`src/rtl/serial_addsub.sv`:
```
// Multi-cycle adder/subtractor: one DIGIT-bit slice per clock, LSB first, carry held between slices.
// Optional signed saturation on overflow when SERIAL_ADDSUB_SAT_EN is defined.
module serial_addsub #(
  parameter int WIDTH = 16,
  parameter int DIGIT = 4
) (
  input  logic             clk,
  input  logic             rst_n,
  input  logic             start,
  input  logic             sub,
  input  logic [WIDTH-1:0] a,
  input  logic [WIDTH-1:0] b,
  input  logic             ci,
  output logic             busy,
  output logic             done,
  output logic [WIDTH-1:0] sum,
  output logic             co,
  output logic             ovf
);

  localparam int NDIG = WIDTH / DIGIT;
  localparam int CW   = (NDIG > 1) ? $clog2(NDIG) : 1;

  typedef enum logic [1:0] {IDLE, RUN, DONE} state_t;

  state_t           state_reg, state_next;
  logic [WIDTH-1:0] a_reg, b_reg, res_reg, sum_reg;
  logic             carry_reg, co_reg, ovf_reg;
  logic [CW-1:0]    cnt_reg;

  logic             accept, last_slice;
  logic [DIGIT:0]   slice_full;
  logic [DIGIT-1:0] slice_sum;
  logic             slice_co, msb_cin;
  logic [WIDTH-1:0] res_next, final_sum;

  assign accept     = start && (state_reg != RUN);
  assign last_slice = (cnt_reg == CW'(NDIG - 1));

  assign slice_full = {1'b0, a_reg[DIGIT-1:0]} + {1'b0, b_reg[DIGIT-1:0]}
                    + {{DIGIT{1'b0}}, carry_reg};
  assign slice_sum  = slice_full[DIGIT-1:0];
  assign slice_co   = slice_full[DIGIT];
  // Carry into the slice's top bit recovered from its sum; on the last slice this is the carry into the MSB.
  assign msb_cin    = a_reg[DIGIT-1] ^ b_reg[DIGIT-1] ^ slice_sum[DIGIT-1];
  assign res_next   = (res_reg >> DIGIT) | (WIDTH'(slice_sum) << (WIDTH - DIGIT));

`ifdef SERIAL_ADDSUB_SAT_EN
  logic [WIDTH-1:0] sat_value;
  // On the last slice a_reg[DIGIT-1] still holds the captured A sign bit.
  assign sat_value = a_reg[DIGIT-1] ? {1'b1, {(WIDTH-1){1'b0}}} : {1'b0, {(WIDTH-1){1'b1}}};
  assign final_sum = (msb_cin ^ slice_co) ? sat_value : res_next;
`else
  assign final_sum = res_next;
`endif

  always_ff @(posedge clk or negedge rst_n) begin
    if (!rst_n) state_reg <= IDLE;
    else        state_reg <= state_next;
  end

  always_comb begin
    state_next = state_reg;
    case (state_reg)
      IDLE:    if (start) state_next = RUN;
      RUN:     if (last_slice) state_next = DONE;
      DONE:    state_next = start ? RUN : IDLE;
      default: state_next = IDLE;
    endcase
  end

  always_ff @(posedge clk or negedge rst_n) begin
    if (!rst_n) begin
      a_reg     <= '0;
      b_reg     <= '0;
      res_reg   <= '0;
      carry_reg <= 1'b0;
      cnt_reg   <= '0;
      sum_reg   <= '0;
      co_reg    <= 1'b0;
      ovf_reg   <= 1'b0;
    end else if (accept) begin
      a_reg     <= a;
      b_reg     <= sub ? ~b : b;
      carry_reg <= sub ? 1'b1 : ci;
      cnt_reg   <= '0;
    end else if (state_reg == RUN) begin
      a_reg     <= a_reg >> DIGIT;
      b_reg     <= b_reg >> DIGIT;
      carry_reg <= slice_co;
      res_reg   <= res_next;
      cnt_reg   <= cnt_reg + CW'(1);
      if (last_slice) begin
        sum_reg <= final_sum;
        co_reg  <= slice_co;
        ovf_reg <= msb_cin ^ slice_co;
      end
    end
  end

  assign busy = (state_reg == RUN);
  assign done = (state_reg == DONE);
  assign sum  = sum_reg;
  assign co   = co_reg;
  assign ovf  = ovf_reg;

endmodule

```
`config.mk`:
```
export PLATFORM = sky130hd
export DESIGN_NAME = serial_addsub
export DESIGN_NICKNAME = d
export VERILOG_FILES = /design/src/rtl/serial_addsub.sv
export SDC_FILE = /design/constraint.sdc
export NUM_CORES = 1
export LEC_CHECK = 0
export ABC_CLOCK_PERIOD_IN_PS = 1700
export CAP_MARGIN = 20
export CORE_UTILIZATION = 51
export CTS_BUF_LIST = sky130_fd_sc_hd__clkbuf_4
export DETAILED_ROUTE_END_ITERATION = 16
export DONT_BUFFER_PORTS = 1
export HOLD_SLACK_MARGIN = 0.15
export PLACE_DENSITY = 0.69
export RECOVER_POWER = 100
export SLEW_MARGIN = 10
export SYNTH_ARGS = -nofsm -noshare
export SYNTH_HDL_FRONTEND = slang
export SYNTH_SLANG_ARGS = --single-unit
```
`constraint.sdc`:
```
create_clock -name clk -period 1.7 [get_ports clk]
set_input_delay 0.34 -clock clk [delete_from_list [all_inputs] [get_ports clk]]
set_output_delay 0.34 -clock clk [all_outputs]
set_load 0.05 [all_outputs]
```
ff_map.png
Scale bar: 20 um.
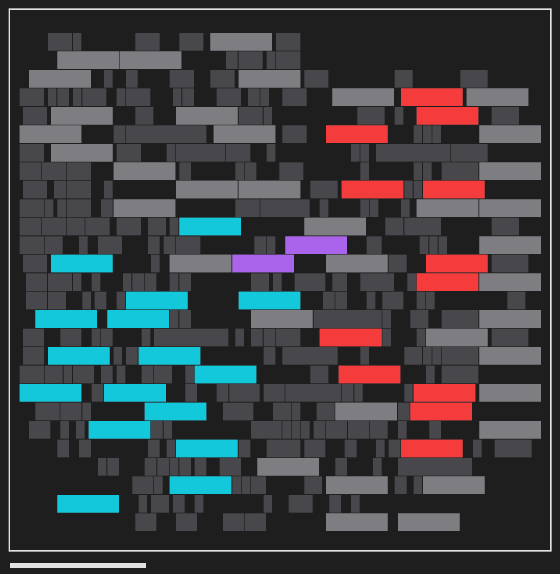
- cyan: b_reg (sequential cells 16)
- red: res_reg (sequential cells 12)
- purple: cnt_reg (sequential cells 2)

sizing.png
Scale bar: 20 um.
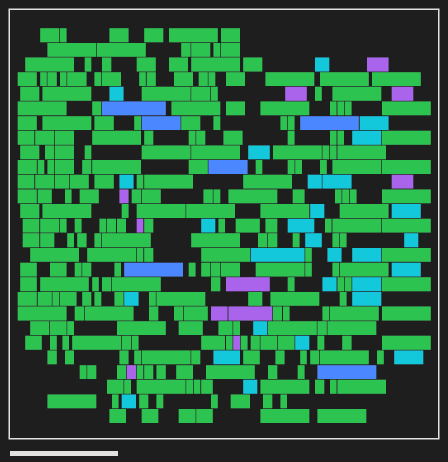
- green: x1 and smaller (cells 273; share 86%)
- blue: x6 and larger (cells 6; share 1.9%)
- cyan: x3 and x4 (cells 28; share 8.8%)
- purple: x2 (cells 11; share 3.5%)

placed.png
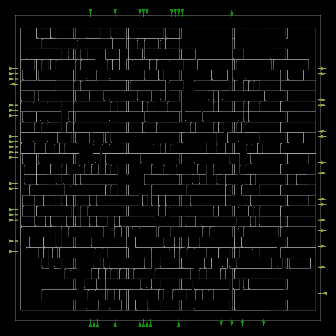
Std-Cell Rows: 27
count of non-filler cells in the finished layout: 390
sequential share of cell area: 46.5%

==> run notes <==
Update from the flow run.

Routing resource usage on met3 recorded by global route was 4.57%. In the final design, more cell area goes to sequential cells than to any other class. In this run, the synthesized area fraction spent on and/or/nand/nor cells is recorded as 11.6%.

Across all register-to-register paths, the minimum setup slack is about 0.033 ns. The capturing instance or port of the critical path is ovf$_DFFE_PN0P_. By startpoint and endpoint, the worst setup path is classified as flop to flop. The clock network contribution to total cell area is 4.96%. The detailed-routing wirelength on met1 is ~2600 um.

The peak ir drop on the vdd network is ~0.87 mV. For this run the aggregate overflow at the end of global routing stands at 0. Global routing used between 20% and 30% of the available met1 tracks. The power of the clock network is approximately 1.3 mW. Per the synth log, the flip-flop and latch total comes to 67. The top power group is registers.

Per the synthesis report, the XOR/XNOR share of the synthesized area is 5.44%. The clock tree buffer count of the final layout is 10. The final worst clock skew is between 0.008 and 0.009 ns. The signal on the critical path passes through fa_2, inv_2, fa_2, nand2b_4, o2bb2ai_4, xnor2_1, o21ai_1. The setup fix buffers added after clock tree synthesis is 0.

The warning tally printed by Yosys for this design is 0. Checking max transition, the worst relative margin is 67.6%. The region available for standard cell placement spans about 0.0056 mm2.

The number of standard cells after synthesis is 289. The root cell of the clock tree is sky130_fd_sc_hd__clkbuf_4. For this floorplan the total number of well-tap instances is between 70 and 80. Before CTS, the worst setup slack after placement is -0.0452 ns. Of the combinational cells, the family taking the most area is simple AND/OR/NAND/NOR gates. The post-layout period usage of the worst path is a little over nine tenths. Counting flops with a built-in enable in the synthesized netlist gives 0.

The run finished, with violations left. The average cell area after synthesis is 10.6 um2. The checks that failed: hold timing.

The combinational fraction of design power is 32.7%. Per report_power, the Sequential row totals 3.38 mW. The worst hold path belongs to the class input pin to asynchronous set/reset pin.

The non-clock inverters instantiated in the layout total 6. The final hold violation count is 67. Setup slack on the critical path of the routed design comes to around 0.033 ns. The area growth from synthesis to layout is 17.7%. The worst slack on hold paths is -0.392 ns. The switching part of the total power is 41.0%. The share of the synthesized area in the top cell type is 54.8%. Total global-route track usage over all layers is 20.8%.

The fill cell total of the finished layout is 461. The script logs the mean routed wire length per placed instance as roughly 15 um. The setup-violating endpoint count in the final report is 0.

The highest metal layer carrying signal wires in the routed design is met4. Per the synthesis report, the AND-OR/OR-AND share of the synthesized area is around a tenth. The routed via count divided by cell count is about 5.3. The highest clock rate is 600 MHz.

OpenROAD emitted warnings numbering 29. The cell total after placement is 347. The largest net degree at the start of global routing is between 60 and 70. STA classifies the critical path startpoint as a flop. By area the synthesized netlist is led by sky130_fd_sc_hd__dfrtp_1 55%, sky130_fd_sc_hd__nand2_1 7.5%, sky130_fd_sc_hd__o21ai_0 5.7%. Cell internal power was estimated by the tool at ~4 mW. The critical-path maximum fanout is 3.

The first global-routing pass estimated 9850 um of wire. Total power normalized to cell area comes to 1930 mW/mm2. Per the OpenROAD floorplan log, the area of the die is 0.00632 mm2. 0 antenna diodes ended up in the layout.

The tally of buffers added on design ports is 0. Detailed routing placed a total of 224 um of wire on met3. The area of the synthesized netlist per yosys stat is 0.00306 mm2.

The number of sequential cells reported for the layout is roughly 67. The top cell type by total area after synthesis is sky130_fd_sc_hd__dfrtp_1. The total of cells resized after clock tree synthesis is 4.

The area after detailed placement is 0.00309 mm2. The die boundary height is 79.5 um. The final critical path time including I/O delays and setup is 1.67 ns. Global routing put the most usage on met2. The routed layout has 2057 vias. The number of buffers and inverters on the critical path is 1. The number of buffers other than clock buffers in the final layout is 31.

Clock latency on the worst-skew pair, taken at its later pin, is 0.41 ns. The sequential cell area in the final layout is between 0.0015 and 0.002 mm2. The endpoint arrival time on the critical path is 1.96 ns. Looking at the gate-level netlist, the highest instance count belongs to sky130_fd_sc_hd__dfrtp_1. The async set-reset flop share out of synthesis is 100%.

After detailed routing, the total wire length is 5730 um. 57 I/O pins were placed. The final cell utilization of the core is between 60% and 70%.

The startpoint identified for the worst register-to-register timing path is a_reg[0]$_DFFE_PN0P_. The cell that appears most often on the critical path is sky130_fd_sc_hd__fa_2. The wire-length estimate of the detail-placed layout is 3430 um. The relative contribution of the clock network to total power is about a fifth. The leakage component of the power is 1.71 nW.

The met2 capacity usage during global routing is between 30% and 40%. The floorplan utilization is 54.3%. The power consumed by combinational cells is roughly 2.3 mW. The TritonCTS clock tree is done.

The final estimated routing congestion in global placement is 0.847. The mapped netlist covers 0.00306 mm2.
Power and IR drop assume default switching activity.
